===== config.mk =====
export PLATFORM = sky130hd
export DESIGN_NAME = sram_march_bist_flat
export DESIGN_NICKNAME = d
export VERILOG_FILES = /design/src/rtl/sram_bist_pkg.sv /design/src/rtl/sram_march_bist_if.sv /design/src/rtl/bist_addr_gen.sv /design/src/rtl/sram_march_bist.sv /design/src/flat_wrapper.sv
export SDC_FILE = /design/constraint.sdc
export NUM_CORES = 1
export LEC_CHECK = 0
export CAP_MARGIN = 25
export CORE_ASPECT_RATIO = 1.75
export CORE_MARGIN = 1
export CORE_UTILIZATION = 35
export CTS_CLUSTER_DIAMETER = 60
export DETAILED_ROUTE_END_ITERATION = 10
export GPL_ROUTABILITY_DRIVEN = 0
export HOLD_SLACK_MARGIN = 0.06
export REMOVE_ABC_BUFFERS = 1
export SLEW_MARGIN = 20
export SYNTH_ARGS = -nofsm -noshare
export SYNTH_HDL_FRONTEND = slang
export SYNTH_SLANG_ARGS = --single-unit
export TNS_END_PERCENT = 1

===== constraint.sdc =====
create_clock -name clk -period 5.2 [get_ports clk]
set_input_delay 1.56 -clock clk [delete_from_list [all_inputs] [get_ports clk]]
set_output_delay 1.56 -clock clk [all_outputs]
set_load 0.01 [all_outputs]

===== src/rtl/sram_bist_pkg.sv =====
// Shared types and March C- element tables for the SRAM BIST engine.
// Element index doubles as the reported fail_elem value.
package sram_bist_pkg;

    localparam int ERR_W = 16;

    typedef enum logic [3:0] {
        ST_IDLE,
        ST_M0,
        ST_M1,
        ST_M2,
        ST_M3,
        ST_M4,
        ST_M5,
        ST_DRAIN,
        ST_DONE
    } state_t;

    localparam logic [2:0] M0 = 3'd0;
    localparam logic [2:0] M1 = 3'd1;
    localparam logic [2:0] M2 = 3'd2;
    localparam logic [2:0] M3 = 3'd3;
    localparam logic [2:0] M4 = 3'd4;
    localparam logic [2:0] M5 = 3'd5;
    localparam logic [2:0] M_NONE = 3'd7;

    function automatic logic [2:0] state_elem(input state_t s);
        case (s)
            ST_M0:   return M0;
            ST_M1:   return M1;
            ST_M2:   return M2;
            ST_M3:   return M3;
            ST_M4:   return M4;
            ST_M5:   return M5;
            default: return M_NONE;
        endcase
    endfunction

    function automatic logic elem_up(input logic [2:0] e);
        return !(e == M3 || e == M4);
    endfunction

    function automatic logic elem_rd(input logic [2:0] e);
        return (e >= M1) && (e <= M5);
    endfunction

    function automatic logic elem_wr(input logic [2:0] e);
        return e <= M4;
    endfunction

    // Background bit: 0 selects D0 (all zeros), 1 selects D1 (all ones).
    function automatic logic elem_rbg(input logic [2:0] e);
        return (e == M2) || (e == M4);
    endfunction

    function automatic logic elem_wbg(input logic [2:0] e);
        return (e == M1) || (e == M3);
    endfunction

endpackage


===== src/rtl/sram_march_bist_if.sv =====
// SRAM-side bus of the BIST engine.
// master = BIST, slave = SRAM.
interface sram_march_bist_if #(
    parameter int width = 32,
    parameter int AW    = 3
);
    logic             mem_we;
    logic [AW-1:0]    mem_addr;
    logic [width-1:0] mem_wdata;
    logic [width-1:0] mem_rdata;

    modport master (
        output mem_we,
        output mem_addr,
        output mem_wdata,
        input  mem_rdata
    );

    modport slave (
        input  mem_we,
        input  mem_addr,
        input  mem_wdata,
        output mem_rdata
    );
endinterface


===== src/rtl/bist_addr_gen.sv =====
// Up/down address counter for March elements.
// Terminal count follows depth, so non-power-of-2 sizes never overrun.
module bist_addr_gen #(
    parameter  int depth = 8,
    localparam int AW    = $clog2(depth)
) (
    input  logic          clk,
    input  logic          rst,
    input  logic          load_up,
    input  logic          load_dn,
    input  logic          step,
    output logic          last,
    output logic [AW-1:0] addr
);
    localparam logic [AW-1:0] TOP = AW'(depth - 1);

    logic up;

    always_ff @(posedge clk) begin
        if (rst) begin
            addr <= '0;
            up   <= 1'b1;
        end else if (load_up) begin
            addr <= '0;
            up   <= 1'b1;
        end else if (load_dn) begin
            addr <= TOP;
            up   <= 1'b0;
        end else if (step) begin
            addr <= up ? addr + 1'b1 : addr - 1'b1;
        end
    end

    assign last = up ? (addr == TOP) : (addr == '0);

endmodule


===== src/rtl/sram_march_bist.sv =====
// March C- BIST engine: drives the SRAM ports, compares read data one
// cycle later and records the first failing address/element.
module sram_march_bist
    import sram_bist_pkg::*;
#(
    parameter  int width = 32,
    parameter  int depth = 8,
    localparam int AW    = $clog2(depth)
) (
    input  logic             clk,
    input  logic             rst,
    input  logic             start,
    output logic             busy,
    output logic             done,
    output logic             pass,
    output logic [AW-1:0]    fail_addr,
    output logic [2:0]       fail_elem,
    output logic [ERR_W-1:0] err_count,
    sram_march_bist_if.master mem
);
    state_t           state, nxt;
    logic [2:0]       elem, nx;
    logic             last, ld_up, ld_dn, step;
    logic             we_n;
    logic [width-1:0] wd_n;
    logic [AW-1:0]    addr;

    logic             rd_pend;
    logic [width-1:0] exp_bg;
    logic [AW-1:0]    cmp_addr;
    logic [2:0]       cmp_elem;
    logic             mis;
    logic [ERR_W-1:0] err_n;

    bist_addr_gen #(.depth(depth)) u_addr (
        .clk     (clk),
        .rst     (rst),
        .load_up (ld_up),
        .load_dn (ld_dn),
        .step    (step),
        .last    (last),
        .addr    (addr)
    );

    assign mem.mem_addr = addr;
    assign elem = state_elem(state);

    always_comb begin
        nxt   = state;
        nx    = elem + 3'd1;
        ld_up = 1'b0;
        ld_dn = 1'b0;
        step  = 1'b0;
        we_n  = 1'b0;
        wd_n  = '0;
        unique case (state)
            ST_IDLE: begin
                if (start) begin
                    nxt   = ST_M0;
                    ld_up = 1'b1;
                    we_n  = 1'b1;
                end
            end
            ST_M0, ST_M1, ST_M2, ST_M3, ST_M4, ST_M5: begin
                // mem_we low inside a read-write element marks its read half
                if (elem_rd(elem) && elem_wr(elem) && !mem.mem_we) begin
                    we_n = 1'b1;
                    wd_n = {width{elem_wbg(elem)}};
                end else if (!last) begin
                    step = 1'b1;
                    we_n = !elem_rd(elem);
                    wd_n = {width{elem_rd(elem) ? elem_rbg(elem)
                                                : elem_wbg(elem)}};
                end else if (state == ST_M5) begin
                    nxt = ST_DRAIN;
                end else begin
                    nxt   = state_t'(state + 4'd1);
                    ld_up = elem_up(nx);
                    ld_dn = !elem_up(nx);
                    wd_n  = {width{elem_rbg(nx)}};
                end
            end
            ST_DRAIN: nxt = ST_DONE;
            ST_DONE:  nxt = ST_IDLE;
            default:  nxt = ST_IDLE;
        endcase
    end

    assign mis   = rd_pend && (mem.mem_rdata != exp_bg);
    assign err_n = (mis && err_count != {ERR_W{1'b1}})
                 ? err_count + 1'b1 : err_count;

    always_ff @(posedge clk) begin
        if (rst) begin
            state         <= ST_IDLE;
            busy          <= 1'b0;
            done          <= 1'b0;
            pass          <= 1'b0;
            fail_addr     <= '0;
            fail_elem     <= '0;
            err_count     <= '0;
            mem.mem_we    <= 1'b0;
            mem.mem_wdata <= '0;
            rd_pend       <= 1'b0;
            exp_bg        <= '0;
            cmp_addr      <= '0;
            cmp_elem      <= '0;
        end else begin
            state         <= nxt;
            busy          <= (nxt != ST_IDLE) && (nxt != ST_DONE);
            done          <= (nxt == ST_DONE);
            mem.mem_we    <= we_n;
            mem.mem_wdata <= wd_n;
            // wdata carries the expected background on read cycles
            rd_pend       <= elem_rd(elem) && !mem.mem_we;
            exp_bg        <= mem.mem_wdata;
            cmp_addr      <= addr;
            cmp_elem      <= elem;
            if (state == ST_IDLE && start) begin
                pass      <= 1'b0;
                fail_addr <= '0;
                fail_elem <= '0;
                err_count <= '0;
            end else begin
                err_count <= err_n;
                if (mis && err_count == '0) begin
                    fail_addr <= cmp_addr;
                    fail_elem <= cmp_elem;
                end
                if (nxt == ST_DONE) pass <= (err_n == '0);
            end
        end
    end

endmodule


===== src/flat_wrapper.sv =====
// flat-port wrapper written by rule: the top's interface ports become plain ports
module sram_march_bist_flat import sram_bist_pkg::*;
#(
    parameter  int width = 32,
    parameter  int depth = 8,
    localparam int AW    = $clog2(depth)
)
  (clk, rst, start, busy, done, pass, fail_addr, fail_elem, err_count, mem_mem_we, mem_mem_addr, mem_mem_wdata, mem_mem_rdata);
  sram_march_bist_if #(.width(width), .AW(3)) mem_i ();
  input  logic clk;
  input  logic rst;
  input  logic start;
  output logic busy;
  output logic done;
  output logic pass;
  output logic [AW-1:0] fail_addr;
  output logic [2:0] fail_elem;
  output logic [ERR_W-1:0] err_count;
  output wire logic [$bits(mem_i.mem_we)-1:0] mem_mem_we;
  output wire logic [$bits(mem_i.mem_addr)-1:0] mem_mem_addr;
  output wire logic [$bits(mem_i.mem_wdata)-1:0] mem_mem_wdata;
  input wire logic [$bits(mem_i.mem_rdata)-1:0] mem_mem_rdata;
  assign mem_mem_we = mem_i.mem_we;
  assign mem_mem_addr = mem_i.mem_addr;
  assign mem_mem_wdata = mem_i.mem_wdata;
  assign mem_i.mem_rdata = mem_mem_rdata;
  sram_march_bist #(.width(width), .depth(depth)) u_core (.clk(clk), .rst(rst), .start(start), .busy(busy), .done(done), .pass(pass), .fail_addr(fail_addr), .fail_elem(fail_elem), .err_count(err_count), .mem(mem_i));
endmodule

Figure 1. Track usage over the die.
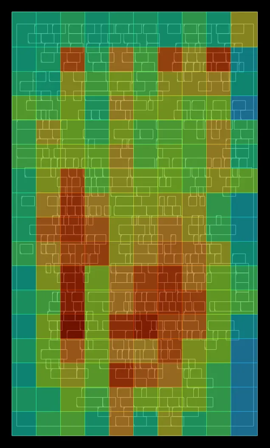
GR Util met1: 18.3%
met3 track demand over resource in global routing: 2.42%
GR peak layer: met2
total routing resource utilization after global routing: 18.4%

==> run notes <==
Implementation numbers.

- The die covers about 0.0084 mm².
- Compared with the post-synthesis result, the final layout area differs by 33.0%.
- The most common cell in the netlist reads nor2_1.
- Counting endpoints that fail hold in the final report gives 0.
- The maximum clock frequency reads roughly 0.25 GHz.
- The synthesized design spends more area on one cell type than any other, namely dfxtp_1.
- The post-CTS setup buffer count reads 0.
- The via count of the first global-routing pass is between 2000 and 3000.
- The prevailing logic family in the synthesized netlist is simple AND/OR/NAND/NOR gates.
- In this run, the number of DRC markers left after iteration 0 of detailed routing was 125.
- The script extracted a total leakage power of 1.31 nW.
- Summing over every cut layer, the via total after detailed routing is 2656.
- The run finished with clean final reports.
- The aoi/oai-family share of the synthesized area reads 13.4%.
- The number of distinct library cells after synthesis reads 51.
- The number of detailed-route iterations in the first pass reads 4.
- The count of nets left with antenna violations after detail routing is 0.
- The routed length on met1 reads ~2800 µm.
- Input and output buffers added on the ports amount to 95.
- The area reported by Yosys stat reads 0.00280 mm².
- Dividing the detail-routed via count by the number of cells gives approximately 5.3.
- The largest net degree at the start of global routing is 34.
- The leftover overflow at the end of global routing is 0.
- The combinational fraction of design power is 13.1%.
- The final wirelength reads about 7700 µm.
- The die is 69.7 µm wide.
- The floorplan report gives the top-level pin count as 96.
- The type of the worst setup path is input port to flip-flop.
- The residual DRC count reads 0.
- The most instantiated logic cell after routing is clkdlybuf4s50_1.
- Per the detail_route log, the uppermost layer with routed signals is met4.
- The instance area at placement reads 0.00358 mm².
Figure 2. Cell classes on the final placement.
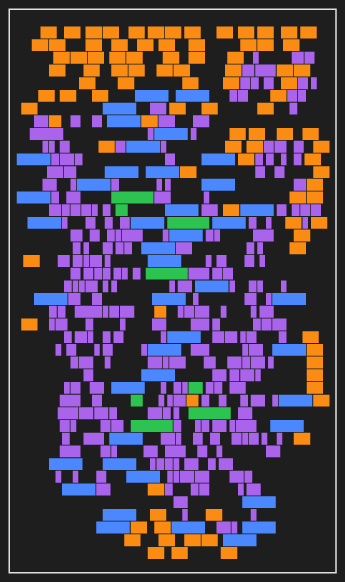
[remaining buffers and delay cells] orange | cells: 98 | share of their area: 27%
[remaining logic cells] purple | cells: 265 | share of their area: 45%
[clock drivers and dummy loads] green | cells: 8 | share of their area: 4.1%
[registers] blue | cells: 43 | share of their area: 24%

[power by group through the flow]
stage	Sequential, mW	Combinational (mW)	Clock, mW
after floorplan	0.352	0.0355	0
after global placement	0.348	0.0972	0
after detailed placement	0.348	0.0983	0
after CTS	0.341	0.0992	0.324
after global routing	0.342	0.108	0.340
final	0.341	0.0985	0.315
[worst paths after layout]
kind / startpoint / end / cells past startpoint
min reg2reg: u_core.cmp_elem[2]$_SDFF_PP0_ / u_core.fail_elem[2]$_SDFFE_PP0P_ / 2
min: u_core.cmp_elem[2]$_SDFF_PP0_ / u_core.fail_elem[2]$_SDFFE_PP0P_ / 2
max reg2reg: u_core.state[0]$_SDFF_PP0_ / u_core.pass$_SDFFE_PP0N_ / 10
max: mem_mem_rdata[10] / u_core.pass$_SDFFE_PP0N_ / 9
[worst max-delay path, stage by stage]
cell             delay (ns)
clkdlybuf4s50_1        0.41
or4_1                  0.52
nor4_1                 0.24
o22ai_1                0.16
o211ai_2               0.56
mux2_1                 0.38
o2111a_1               0.13
o2111ai_1              0.11
mux2i_1                0.09
[registers in the layout, summed over array words and instances, names as in the netlist]
register and flops:
u_core.u_addr.addr 3, u_core.state 4, u_core.cmp_elem 3, u_core.cmp_addr 3
u_core.err_count 16, u_core.pass 1, u_core.rd_pend 1, u_core.u_addr.up 1
u_core.mem.mem_wdata 1, u_core.busy 1, u_core.done 1, u_core.fail_addr 3
u_core.exp_bg 1, u_core.fail_elem 3, u_core.mem.mem_we 1
[area by class of cell]
type,count,area [µm²]
fill,757,3940
multi-input combinational,256,1600
timing repair buffer,98,973
sequential,43,861
clock buffer,5,125
tap,88,110
inverter,9,33.8
clock inverter,3,23.8
No activity file was given, so power comes from the tool's default toggle rates.
